`src/rtl/key_cond_pkg.sv`:
```
// Shared definitions for the push-button conditioning block: channel FSM
// encoding and debounce interval constants.
package key_cond_pkg;

    typedef enum logic [1:0] {
        REL   = 2'd0,
        CNT_P = 2'd1,
        PRS   = 2'd2,
        CNT_R = 2'd3
    } key_state_e;

    // 10 ms at 50 MHz
    localparam int unsigned DEBOUNCE_CYCLES_DEF = 500000;
    localparam int unsigned DEBOUNCE_CYCLES_SIM = 8;

endpackage

```
`src/rtl/key_debounce_channel.sv`:
```
// One key: two-flop synchronizer, debounce FSM with qualification counter,
// registered level, press/release strobes and press toggle.
//
// state | meaning
// REL   | debounced released, waiting for s = 1
// CNT_P | s = 1 seen, counting consecutive pressed samples
// PRS   | debounced pressed, waiting for s = 0
// CNT_R | s = 0 seen, counting consecutive released samples
module key_debounce_channel
    import key_cond_pkg::*;
#(
    parameter int unsigned DEBOUNCE_CYCLES = DEBOUNCE_CYCLES_DEF
) (
    input  logic clk,
    input  logic rst_n,
    input  logic key_n,
    output logic key_level,
    output logic key_press,
    output logic key_release,
    output logic key_toggle
);

    localparam int unsigned CW = $clog2(DEBOUNCE_CYCLES);
    localparam logic [CW-1:0] CNT_LAST = CW'(DEBOUNCE_CYCLES - 1);

    logic [1:0]    sync_q;
    logic          s;
    key_state_e    state_q, state_d;
    logic [CW-1:0] cnt_q, cnt_d;
    logic          level_q, level_d;
    logic          press_q, press_d;
    logic          release_q, release_d;
    logic          toggle_q, toggle_d;

    assign s = ~sync_q[1];

    always_comb begin
        state_d = state_q;
        cnt_d   = cnt_q;
        case (state_q)
            REL: begin
                if (s) begin
                    state_d = CNT_P;
                    cnt_d   = CW'(1);
                end else begin
                    cnt_d = '0;
                end
            end
            CNT_P: begin
                if (!s) begin
                    state_d = REL;
                    cnt_d   = '0;
                end else if (cnt_q == CNT_LAST) begin
                    state_d = PRS;
                    cnt_d   = '0;
                end else begin
                    cnt_d = cnt_q + CW'(1);
                end
            end
            PRS: begin
                if (!s) begin
                    state_d = CNT_R;
                    cnt_d   = CW'(1);
                end else begin
                    cnt_d = '0;
                end
            end
            CNT_R: begin
                if (s) begin
                    state_d = PRS;
                    cnt_d   = '0;
                end else if (cnt_q == CNT_LAST) begin
                    state_d = REL;
                    cnt_d   = '0;
                end else begin
                    cnt_d = cnt_q + CW'(1);
                end
            end
            default: begin
                state_d = REL;
                cnt_d   = '0;
            end
        endcase
    end

    // Outputs are registered from the next state so they line up with the FSM edge.
    always_comb begin
        level_d   = (state_d == PRS) || (state_d == CNT_R);
        press_d   = (state_q == CNT_P) && (state_d == PRS);
        release_d = (state_q == CNT_R) && (state_d == REL);
        toggle_d  = toggle_q ^ press_d;
    end

    always_ff @(posedge clk or negedge rst_n) begin
        if (!rst_n) begin
            sync_q    <= 2'b11;
            state_q   <= REL;
            cnt_q     <= '0;
            level_q   <= 1'b0;
            press_q   <= 1'b0;
            release_q <= 1'b0;
            toggle_q  <= 1'b0;
        end else begin
            sync_q    <= {sync_q[0], key_n};
            state_q   <= state_d;
            cnt_q     <= cnt_d;
            level_q   <= level_d;
            press_q   <= press_d;
            release_q <= release_d;
            toggle_q  <= toggle_d;
        end
    end

    assign key_level   = level_q;
    assign key_press   = press_q;
    assign key_release = release_q;
    assign key_toggle  = toggle_q;

endmodule

```
`src/rtl/key_conditioner.sv`:
```
// Push-button conditioner: N_KEYS independent synchronize/debounce channels
// producing clean level, press/release strobes and toggle per key.
module key_conditioner
    import key_cond_pkg::*;
#(
    parameter int unsigned N_KEYS          = 2,
    parameter int unsigned DEBOUNCE_CYCLES = DEBOUNCE_CYCLES_DEF
) (
    input  logic              clk,
    input  logic              rst_n,
    input  logic [N_KEYS-1:0] key_n,
    output logic [N_KEYS-1:0] key_level,
    output logic [N_KEYS-1:0] key_press,
    output logic [N_KEYS-1:0] key_release,
    output logic [N_KEYS-1:0] key_toggle
);

    for (genvar g = 0; g < N_KEYS; g++) begin : g_ch
        key_debounce_channel #(
            .DEBOUNCE_CYCLES(DEBOUNCE_CYCLES)
        ) u_ch (
            .clk        (clk),
            .rst_n      (rst_n),
            .key_n      (key_n[g]),
            .key_level  (key_level[g]),
            .key_press  (key_press[g]),
            .key_release(key_release[g]),
            .key_toggle (key_toggle[g])
        );
    end

endmodule
```
`config.mk`:
```
export PLATFORM = sky130hd
export DESIGN_NAME = key_conditioner
export DESIGN_NICKNAME = d
export VERILOG_FILES = /design/src/rtl/key_cond_pkg.sv /design/src/rtl/key_debounce_channel.sv /design/src/rtl/key_conditioner.sv
export SDC_FILE = /design/constraint.sdc
export NUM_CORES = 1
export LEC_CHECK = 0
export ABC_AREA = 1
export CORE_AREA = 2 2 83 61
export CTS_CLUSTER_SIZE = 8
export DETAILED_ROUTE_END_ITERATION = 7
export DIE_AREA = 0 0 85 63
export DONT_BUFFER_PORTS = 1
export PLACE_DENSITY = 0.75
export SETUP_SLACK_MARGIN = 0.5
export SYNTH_ARGS = -nofsm -noshare
export SYNTH_HDL_FRONTEND = slang
export SYNTH_SLANG_ARGS = --single-unit
```
`constraint.sdc`:
```
create_clock -name clk -period 1.6 [get_ports clk]
set_input_delay 0.32 -clock clk [delete_from_list [all_inputs] [get_ports clk]]
set_output_delay 0.32 -clock clk [all_outputs]
set_load 0.01 [all_outputs]
```
Fig. 1: pin placement
Pins as bars across the die edge, other pins in grey.
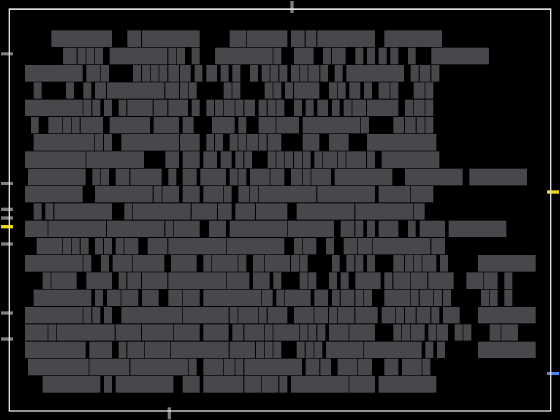
- `key_press`: yellow (pins 2; direction output; edge 1 left, 1 right)
- `rst_n`: blue (pins 1; direction input; edge right)
- all pins by edge: 8 left, 2 right, 1 bottom, 1 top

Fig. 2: signal wires by layer
Only two layers are drawn.
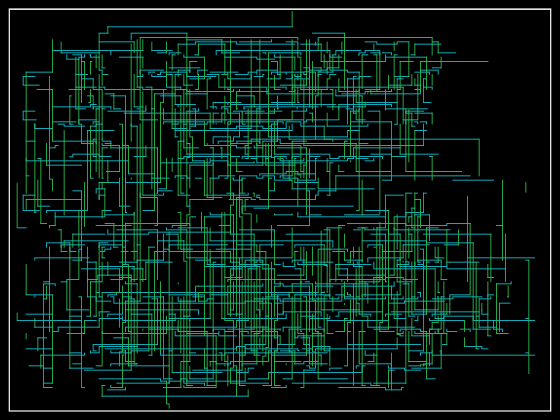
- metal 2: green (wire length 2970 µm)
- metal 1: cyan (wire length 3010 µm)

==> impl_metrics.csv <==
group,metric,value,unit
run_status,outcome,"finished with violations",
run_status,violations,"hold timing",
synth,xor_area_share,5.911,%
global_route,groute.usage.overall,25.06,%
cells_and_area,nonClockBufferCount,26,
placement,place_area,0.002841,mm²
drt,detail_route.vias_per_cell,5.263,
power,power_frac_seq,56.3,%
drt,met2WireLength,2.971,mm
power,pwr-share-comb,4.2,%
floorplanning,placement_rows,21,
cells_and_area,clock_buffers,6,
min_path,holdCritPathClass,"input port to async pin",
setup_path,critical_path_peak_fanout,4,
final_timing,fin_hold_ws,-0.3089,ns
clock_tree,clock_tree.buffer_depth,2,
cells_and_area,filler_cell_count,301,
cells_and_area,multi_input_combinational_area_share,41.64,%
synth,mux_share,0,%
job,count_of_warning_messages_emitted_by_the_tools,31,
cells_and_area,storage_element_area,0.001359,mm²
cells_and_area,area_overhead_vs_synth,23.91,%
synth,synth-simple-area-share,32.93,%
setup_path,start_kind,"register",
final_timing,tightest_slew,0.3438,ns
placement,port_buffers,0,
setup_path,crit_type,"register to register",
cells_and_area,nMultiInputCombCells,243,
clock_tree,clock_tree_from_tritoncts,"done",
final_timing,hold_viol_final,54,
synth,synth.area.top_cells,"sky130_fd_sc_hd__dfrtp_1 (44%), sky130_fd_sc_hd__nand2_1 (11%), sky130_fd_sc_hd__nor2_1 (11%)",
synth,ys_ff,54,
synth,postSynth.asyncResetShare,100.0,%
final_timing,rsz_0062_raised_after_global_routing,"yes",
cells_and_area,finish.net_count,396,
cells_and_area,largest_reg_flops,38,
cells_and_area,num_antenna_cells,0,
clock_tree,cts.htree.levels,2,
cells_and_area,registers.top_by_ff_count,"g_ch.u_ch.cnt_q",
synth,post_synth_fa_ha_maj_area_fraction,0.8889,%
setup_path,crit_path_frequent_cell,"sky130_fd_sc_hd__nand2_1",
global_route,globalRouteMet1Util,37.15,%
floorplanning,chip_area,0.005355,mm²
synth,synth.lib_cells_used.distinct,20,
power,power_switching_share,21.98,%
setup_path,reg2reg_from,"g_ch[0].u_ch.cnt_q[1]",
final_timing,fin_ws,0.07830,ns
cells_and_area,layout.cells.most_common,"sky130_fd_sc_hd__nand2_1",
drt,drt_wirelength,6.509,mm
cells_and_area,area_share_clock_buf_inv,3.479,%
setup_path,worstPathCellList,"ha_4, buf_4, nand2_4, nor2_4, nand4_1, nand2_1, nand2_1, nor2_1",
power,comb_power,105,µW
Fig. 3: the clock network
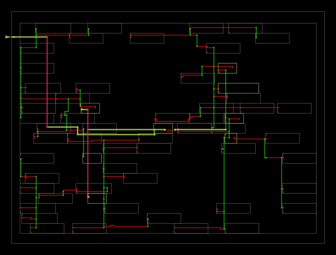
cts bufs inserted: 5
Worst Skew: 0.01053 ns
final sequential cell count: 54
worst-skew pair later-pin latency: 0.31 ns
clock network power: 981 µW

No activity file was given, so power comes from the tool's default toggle rates.
